`src/rtl/fetch_pkg.sv`:
```
// rtl/fetch_pkg.sv - shared fetch-stage constants, entry layout and field helpers
package fetch_pkg;

    localparam int         DEF_PC_W    = 8;
    localparam int         DEF_INSTR_W = 32;
    localparam int         DEF_OP_W    = 4;
    localparam logic [3:0] DEF_HALT_OP = 4'b0000;
    localparam int         DEF_ENTRY_W = DEF_PC_W + DEF_INSTR_W;

    // Queue entry as seen by decode at the default widths: pc in the upper bits
    typedef struct packed {
        logic [DEF_PC_W-1:0]    pc;
        logic [DEF_INSTR_W-1:0] instr;
    } fetch_entry_t;

    // Width of one {pc, instr} queue entry
    function automatic int entry_width(input int pc_w, input int instr_w);
        return pc_w + instr_w;
    endfunction

    // Bit position of the opcode field's LSB; the opcode sits in the top OP_W bits
    function automatic int opcode_lsb(input int instr_w, input int op_w);
        return instr_w - op_w;
    endfunction

endpackage

```
`src/rtl/sync_fifo.sv`:
```
// rtl/sync_fifo.sv - DEPTH-entry synchronous FIFO with flush and occupancy count
module sync_fifo #(
    parameter int W     = 40,
    parameter int DEPTH = 4
) (
    input  logic                       clock,
    input  logic                       reset_n,
    input  logic                       i_flush,
    input  logic                       i_push,
    input  logic                       i_pop,
    input  logic [W-1:0]               i_wdata,
    output logic [W-1:0]               o_rdata,
    output logic [$clog2(DEPTH+1)-1:0] o_count
);

    localparam int PTR_W = (DEPTH > 1) ? $clog2(DEPTH) : 1;
    localparam int CNT_W = $clog2(DEPTH + 1);

    logic [W-1:0]     r_mem [DEPTH];
    logic [PTR_W-1:0] r_wr_ptr;
    logic [PTR_W-1:0] r_rd_ptr;
    logic [CNT_W-1:0] r_count;

    // Pointers wrap at DEPTH explicitly so non-power-of-two depths work
    function automatic logic [PTR_W-1:0] ptr_next(input logic [PTR_W-1:0] p);
        return (p == PTR_W'(DEPTH - 1)) ? '0 : p + PTR_W'(1);
    endfunction

    // Storage write; the caller only pushes when a slot is free or freed this edge
    always_ff @(posedge clock) begin
        if (i_push && !i_flush) begin
            r_mem[r_wr_ptr] <= i_wdata;
        end
    end

    // Pointer and occupancy bookkeeping; flush wins over push and pop
    always_ff @(posedge clock or negedge reset_n) begin
        if (!reset_n) begin
            r_wr_ptr <= '0;
            r_rd_ptr <= '0;
            r_count  <= '0;
        end else if (i_flush) begin
            r_wr_ptr <= '0;
            r_rd_ptr <= '0;
            r_count  <= '0;
        end else begin
            if (i_push) begin
                r_wr_ptr <= ptr_next(r_wr_ptr);
            end
            if (i_pop) begin
                r_rd_ptr <= ptr_next(r_rd_ptr);
            end
            case ({i_push, i_pop})
                2'b10:   r_count <= r_count + CNT_W'(1);
                2'b01:   r_count <= r_count - CNT_W'(1);
                default: r_count <= r_count;
            endcase
        end
    end

    // Head is forced to zero while empty so stale storage never leaks out
    assign o_rdata = (r_count != '0) ? r_mem[r_rd_ptr] : '0;
    assign o_count = r_count;

endmodule

```
`src/rtl/fetch_prefetch_unit.sv`:
```
// rtl/fetch_prefetch_unit.sv - PC owner, imem fetch and prefetch queue front end
module fetch_prefetch_unit
    import fetch_pkg::*;
#(
    parameter int             PC_W     = DEF_PC_W,
    parameter int             INSTR_W  = DEF_INSTR_W,
    parameter int             DEPTH    = 4,
    parameter int             RESET_PC = 0,
    parameter int             OP_W     = DEF_OP_W,
    parameter int             HALT_EN  = 1,
    parameter logic [OP_W-1:0] HALT_OP = OP_W'(DEF_HALT_OP)
) (
    input  logic               clock,
    input  logic               reset_n,
    input  logic               redirect_valid,
    input  logic [PC_W-1:0]    redirect_pc,
    output logic               imem_en,
    output logic [PC_W-1:0]    imem_addr,
    input  logic [INSTR_W-1:0] imem_rdata,
    output logic               out_valid,
    input  logic               out_ready,
    output logic [PC_W-1:0]    out_pc,
    output logic [INSTR_W-1:0] out_instr,
    output logic               halted
);

    localparam int ENTRY_W = entry_width(PC_W, INSTR_W);
    localparam int OP_LSB  = opcode_lsb(INSTR_W, OP_W);
    localparam int CNT_W   = $clog2(DEPTH + 1);

    logic [PC_W-1:0]    r_pc;
    logic               r_halted;

    logic               w_pop;
    logic               w_push;
    logic               w_full;
    logic               w_is_halt_op;
    logic [CNT_W-1:0]   w_count;
    logic [ENTRY_W-1:0] w_wdata;
    logic [ENTRY_W-1:0] w_rdata;

    assign out_valid    = (w_count != '0);
    assign w_full       = (w_count == CNT_W'(DEPTH));
    assign w_pop        = out_valid & out_ready;
    // A full queue still fetches when decode frees the head slot on the same edge
    assign w_push       = !redirect_valid & !r_halted & (!w_full | w_pop);
    assign w_is_halt_op = (imem_rdata[OP_LSB +: OP_W] == HALT_OP);
    assign w_wdata      = {r_pc, imem_rdata};

    assign imem_en      = w_push;
    assign imem_addr    = r_pc;
    assign out_pc       = w_rdata[ENTRY_W-1 -: PC_W];
    assign out_instr    = w_rdata[INSTR_W-1:0];
    assign halted       = r_halted;

    // PC and halt flag: redirect restarts fetch anywhere and clears a halt
    always_ff @(posedge clock or negedge reset_n) begin
        if (!reset_n) begin
            r_pc     <= PC_W'(RESET_PC);
            r_halted <= 1'b0;
        end else if (redirect_valid) begin
            r_pc     <= redirect_pc;
            r_halted <= 1'b0;
        end else if (w_push) begin
            r_pc <= r_pc + PC_W'(1);
            if ((HALT_EN != 0) && w_is_halt_op) begin
                r_halted <= 1'b1;
            end
        end
    end

    sync_fifo #(
        .W     (ENTRY_W),
        .DEPTH (DEPTH)
    ) u_queue (
        .clock   (clock),
        .reset_n (reset_n),
        .i_flush (redirect_valid),
        .i_push  (w_push),
        .i_pop   (w_pop),
        .i_wdata (w_wdata),
        .o_rdata (w_rdata),
        .o_count (w_count)
    );

endmodule

```
`config.mk`:
```
export PLATFORM = sky130hd
export DESIGN_NAME = fetch_prefetch_unit
export DESIGN_NICKNAME = d
export VERILOG_FILES = /design/src/rtl/fetch_pkg.sv /design/src/rtl/sync_fifo.sv /design/src/rtl/fetch_prefetch_unit.sv
export SDC_FILE = /design/constraint.sdc
export NUM_CORES = 1
export LEC_CHECK = 0
export ABC_AREA = 0
export CAP_MARGIN = 20
export CORE_ASPECT_RATIO = 1.25
export CORE_MARGIN = 2
export CORE_UTILIZATION = 59
export CTS_CLUSTER_SIZE = 12
export DETAILED_ROUTE_END_ITERATION = 16
export HOLD_SLACK_MARGIN = 0.03
export PLACE_DENSITY = 0.85
export SLEW_MARGIN = 0
export SYNTH_ARGS = -nofsm -noshare
export SYNTH_HDL_FRONTEND = slang
export SYNTH_SLANG_ARGS = --single-unit
```
`constraint.sdc`:
```
create_clock -name clock -period 6.1 [get_ports clock]
set_input_delay 1.22 -clock clock [delete_from_list [all_inputs] [get_ports clock]]
set_output_delay 1.22 -clock clock [all_outputs]
set_load 0.01 [all_outputs]
```
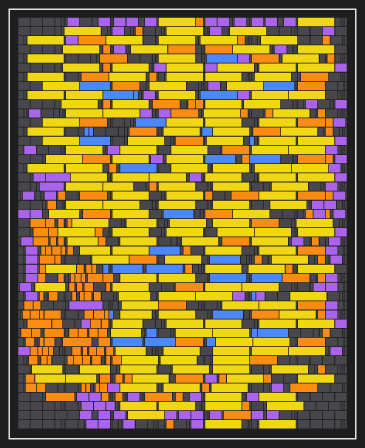
*Cell classes on the final placement*
Fill, decap, tap and diode cells in gray.
remaining logic cells -> orange  # cells 177
clock drivers and dummy loads -> blue  # cells 32
remaining buffers and delay cells -> purple  # cells 100
registers -> yellow  # cells 176

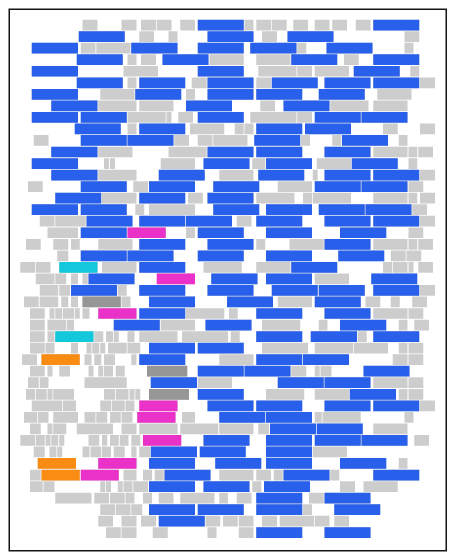
*Register map, names as in the netlist*
Other sequential cells in the stronger gray, the rest of the logic in the fainter gray.
`u_queue.o_count` -> orange  # sequential cells 3
`imem_addr` -> magenta  # sequential cells 8
`u_queue.r_wr_ptr` -> cyan  # sequential cells 2
`u_queue.r_mem` -> blue  # sequential cells 160, where widely spread
not colored = 3

==> run summary <==
yosys + openroad results -> status=finished clean, Req. time, crit path=4880 ps, H-tree level count=4, Post-Syn Area per Cell=roughly 19 um2, Core Box Area=0.0120 mm2, Final period util=73.6%, Clock Power Share=a little under a third, gr busiest metal=met2, switching part of the total=26.0%, antenna viol nets, final=0, clock root buffer=clkbuf_16, ys async rst share=around 9.1%, GRT met2 Usage=36.4%, Slew @ Worst Pin=1050 ps, CTS tree=done, grt total ovfl=0, clk_lat worst skew=between 400 and 500 ps, port bufs=94, DR pass1 iterations=5, vias in the first global route=3903, die y size=127 um, IO Count=around 95, Post-CTS Resized=0, Synth Warn #=0, residual DRC count=0, Syn Inst Count=377, hold buffers post-CTS=0, WL/cell=about 21 um, total die size=0.0131 mm2, top_reg_cell synth=edfxtp_1, Area Growth Syn to Fin=23.7%, CP Max Fanout=15, Routed Wire Length=between 10 and 15 mm, Yosys reg bits=between 150 and 200, Fillers=between 700 and 800, total number of vias=3802, Final Slew Violations=0, count leader, synth=edfxtp_1, Place WS=1680 ps, FP Core Util=between 50% and 60%, Synth Cell Area=0.00718 mm2, CP Launch Type=primary input, layout cell share with drive strength beyond 1=roughly 17%, YS chip area=0.00718 mm2, overall power=3.59 mW, hold crit path type=register to register, f_max=223 MHz, Cell area leaders=edfxtp_1 (67%), mux4_2 (13%), dfrtp_1 (5.6%), Sum Neg Setup Slack=0 ps, routability cong.=0.793, post-layout util=74.0%, power density cells=just over 400 mW/mm2, Comb area=around 0.0018 mm2, Int Pwr=2.66 mW, yosys cell count=377, global-route wire length before repair=21.0 mm, Placed Area=0.00821 mm2, Diodes inserted=0, Unique cell types=39, final setup fails=0, Vias/cell=5.86, Max VDD drop=226 uV, Leakage=around 2.9 nW, part of the power in registers=43.7%, sequential cell area=approximately 0.0052 mm2, Critical Path End Type=output port, Worst Path Arrival=between 3000 and 4000 ps, Post-layout nets=522, grt met3 use=4.16%, number of logged tool warnings=29, Seq/Total Area, Yosys=72.5%, CP Class=primary input to output port, 1st-iter DRT viols=198, RSZ-0062 raised after global routing=false, top cells by count=edfxtp_1 (160), nor2b_1 (41), mux4_2 (40), dfrtp_1 (16), nor2_1 (9), GRT Total Usage=around 22%, setup bufs post-CTS=0, CTS Sinks=176, Detail Placement HPWL=~7.6 mm, Max Cap Viol=0, row cnt=between 40 and 50, fin worst setup slack=1610 ps, Final Hold Vio Count=0, clock buffer count from CTS=17, clock period minus worst slack=4490 ps, cell taking the most area after synthesis=edfxtp_1, largest net degree at the start of global routing=42, Net Switching=0.935 mW, Area leader share=66.9%, skew final=6.94 ps, grt met1 use=~29%, EDFF count, synth=~160, syn nets=roughly 430, initial antenna violation count=0, clk buf depth=2, combinational fraction of design power=25.7%, clock slew at reported path FFs=approximately 60 ps, Slew HR=29.8%, Design Area, Final=0.00888 mm2, Die Wd=around 100 um
## routing by layer
metal / up-vias / routed length, um
li1: 1686 / -
met5: - / 0
met1: 1961 / 5520
met2: 145 / 7290
met4: 0 / 152
met3: 10 / 693
## per-stage QoR
stage	hold slack (ps)	instances
4_1_cts	616	646
3_3_place_gp	581	614
6_report	611	649
3_5_place_dp	604	614
5_1_grt	633	649
2_1_floorplan	557	377
## critical path, cell delays in order
cell and delay [ps]:
clkdlybuf4s50_1 630, nor4b_4 680, nor3_1 200, clkdlybuf4s50_1 530
## cell type report
| class | instances | share of cell area, % |
|---|---|---|
| sequential | 176 | 58.6 |
| multi-input combinational | 169 | 20.3 |
| timing repair buffer | 100 | 11.6 |
| clock buffer | 20 | 4.92 |
| tap | 164 | 2.31 |
| clock inverter | 12 | 1.87 |
| inverter | 8 | 0.338 |
## cell usage in the layout, fill, tap and decap left out, drive strengths merged, types with 2 or more instances in the layout
| master | n |
|---|---|
| edfxtp | 160 |
| clkdlybuf4s50 | 94 |
| nor2b | 41 |
| mux4 | 40 |
| clkbuf | 20 |
| dfrtp | 16 |
| nor2 | 9 |
| inv | 8 |
| a31oi | 7 |
| clkinv | 7 |
| a21oi | 6 |
| o211ai | 6 |
| and2 | 6 |
| buf | 6 |
| nand2 | 5 |
| ha | 5 |
| nand3 | 4 |
| o21ai | 4 |
| nand3b | 4 |
| bufinv | 4 |
| o31ai | 3 |
| nand2b | 3 |
| or4 | 3 |
| or3 | 3 |
| xor2 | 3 |
| nor4 | 2 |
| o311ai | 2 |
| nor3 | 2 |
| nand4b | 2 |
## registers in the layout, summed over array words and instances (netlist names)
signal / flops
u_queue.r_mem: 160
imem_addr: 8
u_queue.o_count: 3
u_queue.r_rd_ptr: 2
u_queue.r_wr_ptr: 2
halted: 1
## final timing paths
kind                                     start                    to  slack, ps  cells after the start
max in group asynchronous              reset_n   u_queue.r_rd_ptr[1]       4310                      1
setup / recovery                     out_ready               imem_en       1610                      4
hold / removal             u_queue.r_wr_ptr[1]   u_queue.r_wr_ptr[1]        610                      2
min in group asynchronous              reset_n   u_queue.r_wr_ptr[0]       1260                      1
hold reg to reg            u_queue.r_wr_ptr[1]   u_queue.r_wr_ptr[1]        610                      2
setup reg to reg            u_queue.o_count[0]  u_queue.r_mem[1][11]       3570                      3
## cell families after synthesis
kind of cell	share of synthesized area, %
AND-OR/OR-AND	2.96
XOR/XNOR	0.488
adder cells (fa/ha/maj)	1.15
buffers and inverters	2.53
flip-flops	72.5
multiplexers	12.6
AND/OR/NAND/NOR	7.81
## power by group through the flow
stage | Sequential (mW) | Clock [mW] | Combinational (mW)
final | 1.57 | 1.10 | 0.921
after global routing | 1.59 | 1.16 | 0.987
after CTS | 1.58 | 1.11 | 0.923
after detailed placement | 1.60 | 0 | 0.914
after global placement | 1.59 | 0 | 0.898
after floorplan | 1.51 | 0 | 0.582
Power and IR drop assume default switching activity.
